==> run_1/sizes.png <==
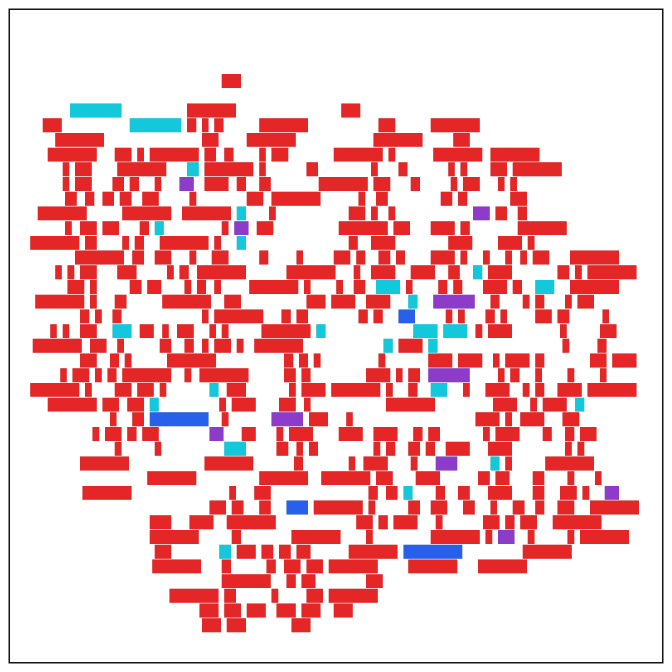
==> run_1/placement_by_type.png <==
Scale bar: 20 um.
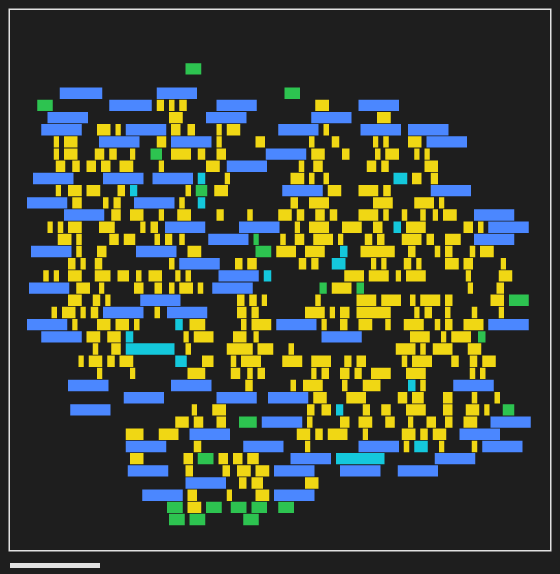
==> run_1/layer_met1.png <==
Supply wires on this layer in grey. Cells faint in the background.
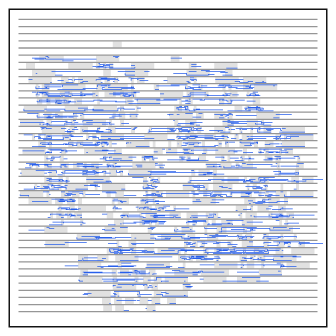
[src/rtl/step_clock_gen.sv]
// Clean CPU clock source for the single-cycle CPU.
// A bouncy, asynchronous step button is synchronised and debounced, and each
// accepted press yields exactly one fixed-width oCPU_CLK pulse. In run mode a
// programmable timer generates the pulses instead. A one-cycle strobe and a
// wrapping step counter are provided for the LEDs and the LCD.
module step_clock_gen #(
  parameter int DEBOUNCE_CYCLES = 500000,
  parameter int PULSE_HIGH      = 4,
  parameter int RUN_PERIOD      = 25000000,
  parameter int CNT_W           = 26
) (
  input  logic       iCLK,
  input  logic       iRST_N,
  input  logic       iKEY_N,
  input  logic       iRUN,
  input  logic [1:0] iRATE,
  output logic       oCPU_CLK,
  output logic       oSTEP,
  output logic       oKEY_DB,
  output logic [7:0] oSTEP_CNT
);

  // Pulse phase counter only needs to reach PULSE_HIGH-1.
  localparam int PH_W = (PULSE_HIGH > 1) ? $clog2(PULSE_HIGH) : 1;

  localparam logic [CNT_W-1:0] DB_LAST    = CNT_W'(DEBOUNCE_CYCLES - 1);
  localparam logic [CNT_W-1:0] BASE_PER   = CNT_W'(RUN_PERIOD);
  // Shortest period that still leaves a full high and low phase per step.
  localparam logic [CNT_W-1:0] MIN_PER    = CNT_W'(2 * PULSE_HIGH + 2);
  localparam logic [PH_W-1:0]  PH_LAST    = PH_W'(PULSE_HIGH - 1);

  localparam logic [1:0] ST_IDLE     = 2'd0;
  localparam logic [1:0] ST_HIGH     = 2'd1;
  localparam logic [1:0] ST_LOW_HOLD = 2'd2;

  // Saturate the selected run period at the minimum usable value.
  function automatic logic [CNT_W-1:0] sat_period(input logic [CNT_W-1:0] p);
    return (p < MIN_PER) ? MIN_PER : p;
  endfunction

  logic             key_meta_p0;
  logic             key_sync_p1;
  logic             key_level;
  logic [CNT_W-1:0] db_cnt;
  logic             press_p2;

  logic [CNT_W-1:0] run_period;
  logic [CNT_W-1:0] run_timer;
  logic             timer_hit;
  logic             trigger;

  logic [1:0]       state;
  logic [PH_W-1:0]  ph_cnt;
  logic             ph_done;

  // ---- stage p0/p1: two-flop synchroniser, idles at the released level ----
  // Bring the raw button into the iCLK domain; only key_sync_p1 is used.
  always_ff @(posedge iCLK or negedge iRST_N) begin
    if (!iRST_N) begin
      key_meta_p0 <= 1'b1;
      key_sync_p1 <= 1'b1;
    end else begin
      key_meta_p0 <= iKEY_N;
      key_sync_p1 <= key_meta_p0;
    end
  end

  assign key_level = ~key_sync_p1;

  // ---- stage p2: debounce; press_p2 marks the cycle oKEY_DB went 0->1 ----
  // A differing level must persist DEBOUNCE_CYCLES cycles; any match restarts.
  always_ff @(posedge iCLK or negedge iRST_N) begin
    if (!iRST_N) begin
      db_cnt   <= '0;
      oKEY_DB  <= 1'b0;
      press_p2 <= 1'b0;
    end else begin
      press_p2 <= 1'b0;
      if (key_level != oKEY_DB) begin
        if (db_cnt == DB_LAST) begin
          db_cnt   <= '0;
          oKEY_DB  <= key_level;
          press_p2 <= key_level;
        end else begin
          db_cnt <= db_cnt + CNT_W'(1);
        end
      end else begin
        db_cnt <= '0;
      end
    end
  end

  // Rate select divides the base period by 4^iRATE before saturation.
  assign run_period = sat_period(BASE_PER >> {iRATE, 1'b0});

  // '>=' makes a rate change to a shorter period fire at once instead of
  // letting the timer run past its new terminal count.
  assign timer_hit = (run_timer >= (run_period - CNT_W'(1)));

  // Free-running step timer; parked at zero so run mode starts a full period late.
  always_ff @(posedge iCLK or negedge iRST_N) begin
    if (!iRST_N) begin
      run_timer <= '0;
    end else if (!iRUN) begin
      run_timer <= '0;
    end else if (timer_hit) begin
      run_timer <= '0;
    end else begin
      run_timer <= run_timer + CNT_W'(1);
    end
  end

  // Key presses only count in step mode; the timer only counts in run mode.
  assign trigger = (!iRUN && press_p2) || (iRUN && timer_hit);

  assign ph_done = (ph_cnt == PH_LAST);

  // ---- stage p3: pulse shaper; triggers outside IDLE are dropped ----
  // Emits one PULSE_HIGH-wide high phase followed by an equal forced low phase.
  always_ff @(posedge iCLK or negedge iRST_N) begin
    if (!iRST_N) begin
      state     <= ST_IDLE;
      ph_cnt    <= '0;
      oCPU_CLK  <= 1'b0;
      oSTEP     <= 1'b0;
      oSTEP_CNT <= 8'd0;
    end else begin
      oSTEP <= 1'b0;
      case (state)
        ST_IDLE: begin
          if (trigger) begin
            state     <= ST_HIGH;
            ph_cnt    <= '0;
            oCPU_CLK  <= 1'b1;
            oSTEP     <= 1'b1;
            oSTEP_CNT <= oSTEP_CNT + 8'd1;
          end
        end
        ST_HIGH: begin
          if (ph_done) begin
            state    <= ST_LOW_HOLD;
            ph_cnt   <= '0;
            oCPU_CLK <= 1'b0;
          end else begin
            ph_cnt <= ph_cnt + PH_W'(1);
          end
        end
        ST_LOW_HOLD: begin
          if (ph_done) begin
            state  <= ST_IDLE;
            ph_cnt <= '0;
          end else begin
            ph_cnt <= ph_cnt + PH_W'(1);
          end
        end
        default: begin
          state    <= ST_IDLE;
          ph_cnt   <= '0;
          oCPU_CLK <= 1'b0;
        end
      endcase
    end
  end

endmodule
[config.mk]
export PLATFORM = sky130hd
export DESIGN_NAME = step_clock_gen
export DESIGN_NICKNAME = d
export VERILOG_FILES = /design/src/rtl/step_clock_gen.sv
export SDC_FILE = /design/constraint.sdc
export NUM_CORES = 1
export LEC_CHECK = 0
export CAP_MARGIN = 20
export CELL_PAD_IN_SITES_DETAIL_PLACEMENT = 1
export CELL_PAD_IN_SITES_GLOBAL_PLACEMENT = 1
export CORE_MARGIN = 3
export CORE_UTILIZATION = 30
export CTS_BUF_LIST = sky130_fd_sc_hd__clkbuf_2
export DETAILED_ROUTE_END_ITERATION = 6
export GPL_TIMING_DRIVEN = 0
export PLACE_DENSITY = 0.65
export SYNTH_ARGS = -nofsm -noshare
export SYNTH_HDL_FRONTEND = slang
export SYNTH_SLANG_ARGS = --single-unit
[constraint.sdc]
create_clock -name iCLK -period 3.28 [get_ports iCLK]
set_input_delay 0.656 -clock iCLK [delete_from_list [all_inputs] [get_ports iCLK]]
set_output_delay 0.656 -clock iCLK [all_outputs]
set_load 0.02 [all_outputs]
==> metrics.json, run 1 <==
{
  "outcome": {
    "outcome": "finished, final reports clean"
  },
  "clocking": {
    "h-tree-depth": 3,
    "clkTransAtPathRegs_ps": 240,
    "cts_inserted_buffers": 9,
    "sinks_on_the_clock_net": 70,
    "cts_resized": 2
  },
  "worst_setup_path": {
    "slowest_stage": "sky130_fd_sc_hd__or4_4",
    "reg2reg_slack_ps": 730,
    "cp.required_ps": 3710,
    "startpoint": "iRATE[1]",
    "r2r_end": "ph_cnt[0]",
    "criticalPathCategory": "in -> reg",
    "cp.buffers_inverters": 2,
    "worst_reg2reg_startpoint": "run_timer[3]",
    "timing.critical_path.cells": "clkbuf_2 > inv_1 > ha_1 > ha_1 > a21oi_1 > o21ai_1 > nor2b_1 > or4_4 > a31o_2 > a21oi_4 > mux2_2"
  },
  "synth": {
    "flip_flops_with_a_built_in_enable": 0,
    "ys_seq_elements": 70,
    "post_synthesis_cell_area_mm2": 0.00394,
    "synthDistinctLibCells": 49,
    "syn-instance-count": 398,
    "yosysWarnings": 0,
    "cell_type_contributing_the_most_total_cell_area_after_synthesis": "sky130_fd_sc_hd__dfrtp_1",
    "ys_async_sr_fraction_pct": 100,
    "yosys-stat-cells": 398
  },
  "global_route": {
    "met3_usage_pct": 3.13,
    "busiest_layer_in_global_routing": "met2"
  },
  "placement": {
    "place_congestion": 0.774,
    "placed_cells_incl_taps": 590,
    "detailed_place_hpwl_um": 6250,
    "dp_worst_setup_slack_ps": -798
  },
  "power_and_ir_drop": {
    "maximum_vdd_drop_v": 0.000211,
    "cellInternalPower_w": 0.00138,
    "power.clock.total_w": 0.000602
  },
  "timing": {
    "final_number_of_setup_violating_endpoints": 0,
    "max-slew-margin-rel_pct": 40.4,
    "timing_max_transition_violations_final": 0,
    "worst_hold_slack_ps": 216
  },
  "routing": {
    "routedWlPerCell_um": 13.9,
    "ant_nets": 0
  },
  "floorplanning": {
    "floorplan.die.width_um": 121,
    "die_ht_um": 121,
    "design.die.area_mm2": 0.0145
  },
  "layout": {
    "mostFrequentLayoutCell": "sky130_fd_sc_hd__dfrtp_1",
    "layout_top_cells": "sky130_fd_sc_hd__dfrtp_1 (68), sky130_fd_sc_hd__nor2_1 (60), sky130_fd_sc_hd__ha_1 (37)",
    "nFillCells": 1513,
    "stdcell_count": 606
  },
  "hold_path": {
    "hp-class": "in -> async"
  }
}
Notes on sizes.png above:
Cyan marks _2 cells, cells 24, share 5.5%. Purple marks _3 and _4 cells, cells 10, share 2.3%. Blue marks _6 and larger, cells 4, share 0.92%. Red marks _0 and _1 cells, cells 396, share 91%.
final design area excluding fillers: 0.00448 mm2
minimum setup slack in the final design: 377 ps
Buffers, non-clock: 22

Notes on placement_by_type.png above:
Yellow marks combinational and other logic, cells 326. Cyan marks clock drivers and dummy loads, cells 16. Blue marks flops, cells 70. Green marks other buffers and delay cells, cells 22.
share of cell area taken by flip-flops and latches: 39.1%
Core Box Area: 0.0127 mm2
final core area utilization: 35.2%
number of standard-cell rows in the floorplan: 41

Notes on layer_met1.png above:
The layer carries 3,800 um of wire. The wires run mostly horizontal. The layer holds 45% of the routed length. The longest straight run is 24.4 um.
number of vias after detailed routing: 2,904
global-route met1 utilization: 14.9%
wire length reported by the detailed router: 8430 um

## run 1: metal layers
metal	part of all wire, %	up-vias
met4	1.0	0
li1	-	1419
met5	0	-
met3	2.1	9
met1	45	1458
met2	52	18
## run 1: cell type report
class,instances,area share [%]
Buffer,6,0.893
Clock buffer,10,1.12
Clock inverter,6,2.09
Tap cell,172,4.80
Sequential cell,70,39.1
Inverter,16,1.34
Multi-Input combinational cell,310,47.2
Timing Repair Buffer,16,3.46
## run 1: state kept, by name, summed over array words and instances, names as in the netlist
register / count
key_sync_p1: 1
press_p2: 1
db_cnt: 26
run_timer: 26
state: 2
oSTEP_CNT: 8
oSTEP: 1
ph_cnt: 2
oKEY_DB: 1
key_meta_p0: 1
oCPU_CLK: 1
## run 1: kinds of logic (layout without fill, tap and decap cells)
| kind of cell | count (synthesis) | count (layout) | share of synthesized area, % |
|---|---|---|---|
| flops | 70 | 70 | 44.5 |
| compound gates | 36 | 36 | 5.69 |
| xor+xnor | 54 | 54 | 12.0 |
| buf+inv | 22 | 54 | 2.54 |
| mux | 3 | 3 | 0.826 |
| simple gates | 174 | 174 | 22.5 |
| other cells | 2 | 6 | 0.191 |
| fa+ha+maj | 37 | 37 | 11.8 |
## run 1: cells in the mapped netlist (all sizes together), types with 3 or more instances
cell type and instances:
and3 9, nand4 13, a31oi 3, a21oi 18
xor2 32, nand2 28, ha 37, nor4 4
dfrtp 68, or3 6, o21ai 9, nor2b 3
or4 5, nor3 7, xnor2 22, nand3 27
inv 16, buf 5, and4 3, nor2 61
## run 1: through the flow
step	setup TNS, ps	util (%)	total power, W
final	0	35.2	0.00205
after global routing	0	35.2	0.00217
after CTS	0	35.2	0.00208
after detailed placement	-25560	34.0	0.00146
after global placement	-86530	34.0	0.00144
after floorplan	0	-	0.00128
--- run 2 (diff from run 1) ---
--- a/config.mk
+++ b/config.mk
@@ -5,7 +5,6 @@
 export SDC_FILE = /design/constraint.sdc
 export NUM_CORES = 1
 export LEC_CHECK = 0
-export CAP_MARGIN = 20
 export CELL_PAD_IN_SITES_DETAIL_PLACEMENT = 1
 export CELL_PAD_IN_SITES_GLOBAL_PLACEMENT = 1
 export CORE_MARGIN = 3
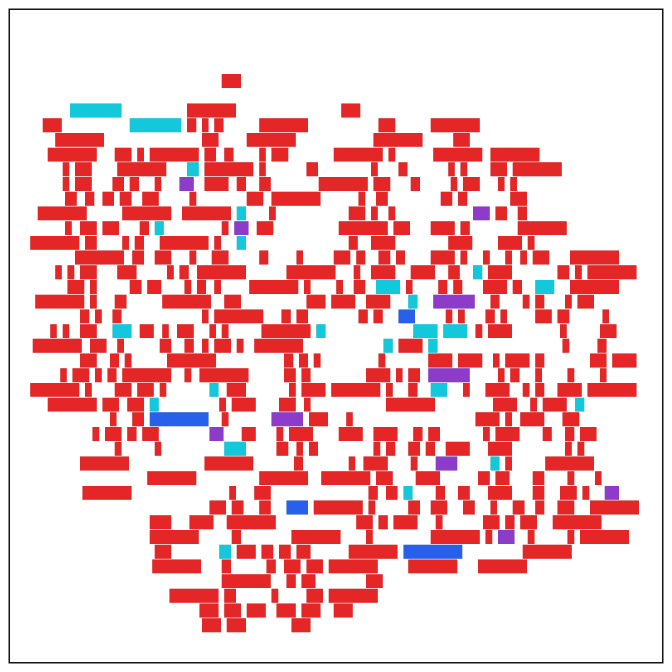
(run_2/sizes.png)
Purple marks _3 and _4 cells, cells 10, share 2.3%. Red marks _0 and _1 cells, cells 396, share 91%. Blue marks _6 and larger, cells 4, share 0.92%. Cyan marks _2 cells, cells 24, share 5.5%.
area added between synthesis and finish: 13.9%

==> run 2 against run 1 <==
- wire length unchanged
- sequential cell count unchanged
- register-to-register slack about the same
- clock skew unchanged
- largest cell class unchanged
- highest routed layer unchanged
==> metrics.json, run 2 <==
{
  "outcome": {
    "outcome": "finished, final reports clean"
  },
  "clocking": {
    "sinks_on_the_clock_net": 70,
    "clkTransAtPathRegs_ps": 240,
    "h-tree-depth": 3,
    "cts_inserted_buffers": 9
  },
  "timing": {
    "max-slew-margin-rel_pct": 40.4,
    "finalSetupTns_ps": 0,
    "final_number_of_setup_violating_endpoints": 0
  },
  "worst_setup_path": {
    "cp.required_ps": 3710,
    "reg2reg_slack_ps": 730,
    "startpoint": "iRATE[1]"
  },
  "synth": {
    "yosysWarnings": 0,
    "logic_family": "simple AND/OR/NAND/NOR gates",
    "yosys-top-cells-count": "sky130_fd_sc_hd__dfrtp_1 (68), sky130_fd_sc_hd__nor2_1 (60), sky130_fd_sc_hd__ha_1 (37)",
    "yosys-stat-cells": 398,
    "xor_area_share_pct": 12.0,
    "post_synthesis_cell_area_mm2": 0.00394,
    "synth.cellmix.compoundShare_pct": 5.69,
    "post-synth-top-count-cell": "sky130_fd_sc_hd__dfrtp_1",
    "ys_async_sr_fraction_pct": 100,
    "syn-instance-count": 398,
    "ys_seq_elements": 70,
    "post_synth_and_or_nand_nor_area_fraction_pct": 22.5
  },
  "floorplanning": {
    "die_ht_um": 121,
    "core_area_mm2": 0.0127
  },
  "hold_path": {
    "hp-class": "in -> async"
  },
  "routing": {
    "ant_nets": 0,
    "routedWlPerCell_um": 13.9,
    "via_count": 2904,
    "wire_length_reported_by_the_detailed_router_um": 8430
  },
  "power_and_ir_drop": {
    "cellInternalPower_w": 0.00138,
    "power.total_w": 0.00205,
    "power.clock.total_w": 0.000602
  },
  "placement": {
    "dp_worst_setup_slack_ps": -798,
    "detailed_place_hpwl_um": 6250
  },
  "layout": {
    "layout.core_utilization_pct": 35.2,
    "mostFrequentLayoutCell": "sky130_fd_sc_hd__dfrtp_1",
    "stdcell_count": 606,
    "layout.cell_area.non_filler_mm2": 0.00448,
    "layout_top_cells": "sky130_fd_sc_hd__dfrtp_1 (68), sky130_fd_sc_hd__nor2_1 (60), sky130_fd_sc_hd__ha_1 (37)"
  }
}
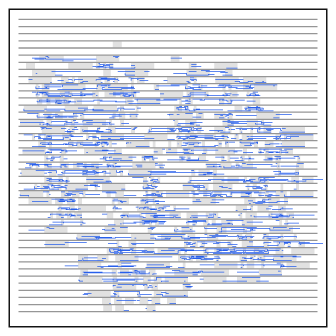
(run_2/layer_met1.png)
Supply wires on this layer in grey. Cells faint in the background.
The layer holds 45% of the routed length. The layer carries 3,800 um of wire.

run 2: kinds of logic (layout without fill, tap and decap cells):
family / after synthesis / count (layout)
XOR/XNOR: 54 / 54
other: 2 / 6
AND-OR/OR-AND: 36 / 36
multiplexers: 3 / 3
flip-flops: 70 / 70
AND/OR/NAND/NOR: 174 / 174
adder cells (fa/ha/maj): 37 / 37
buffers and inverters: 22 / 54
run 2: repair_timing:
item,4_1_cts,5_1_grt
setup endpoints to repair,30,22
gates cloned,0,0
hold buffers,0,0
resized,2,5
run 2: path summary, 6_finish.rpt:
check	to	cells after the start
max	ph_cnt[0]	11
min	run_timer[22]	1
max reg2reg	ph_cnt[0]	8
min reg2reg	key_sync_p1	0
max in group asynchronous	state[1]	1
min in group iCLK	key_sync_p1	0
run 2: layout make-up:
cell class	instances	area [um2]
sequential	70	1750
multi-input combinational	310	2120
clock buffer	10	50.0
clock inverter	6	93.8
tap	172	215
fill	1513	8240
inverter	16	60.1
buffer	6	40.0
timing repair buffer	16	155
run 2: metal layers:
metal	up-vias	part of all wire, %	global-route usage, %	wire length, um
met4	0	1.0	3.40	86
met5	-	0	0	0
li1	1419	-	-	-
met1	1458	45	14.9	3800
met3	9	2.1	3.13	177
met2	18	52	22.3	4370
run 2: worst max-delay path, stage by stage:
cell and delay [ps]:
sky130_fd_sc_hd__clkbuf_2 200, sky130_fd_sc_hd__inv_1 150, sky130_fd_sc_hd__ha_1 350, sky130_fd_sc_hd__ha_1 310
sky130_fd_sc_hd__a21oi_1 120, sky130_fd_sc_hd__o21ai_1 70, sky130_fd_sc_hd__nor2b_1 130, sky130_fd_sc_hd__or4_4 540
sky130_fd_sc_hd__a31o_2 310, sky130_fd_sc_hd__a21oi_4 160, sky130_fd_sc_hd__mux2_2 340
Power figures rest on the tool's default switching activity, not on a simulated workload.
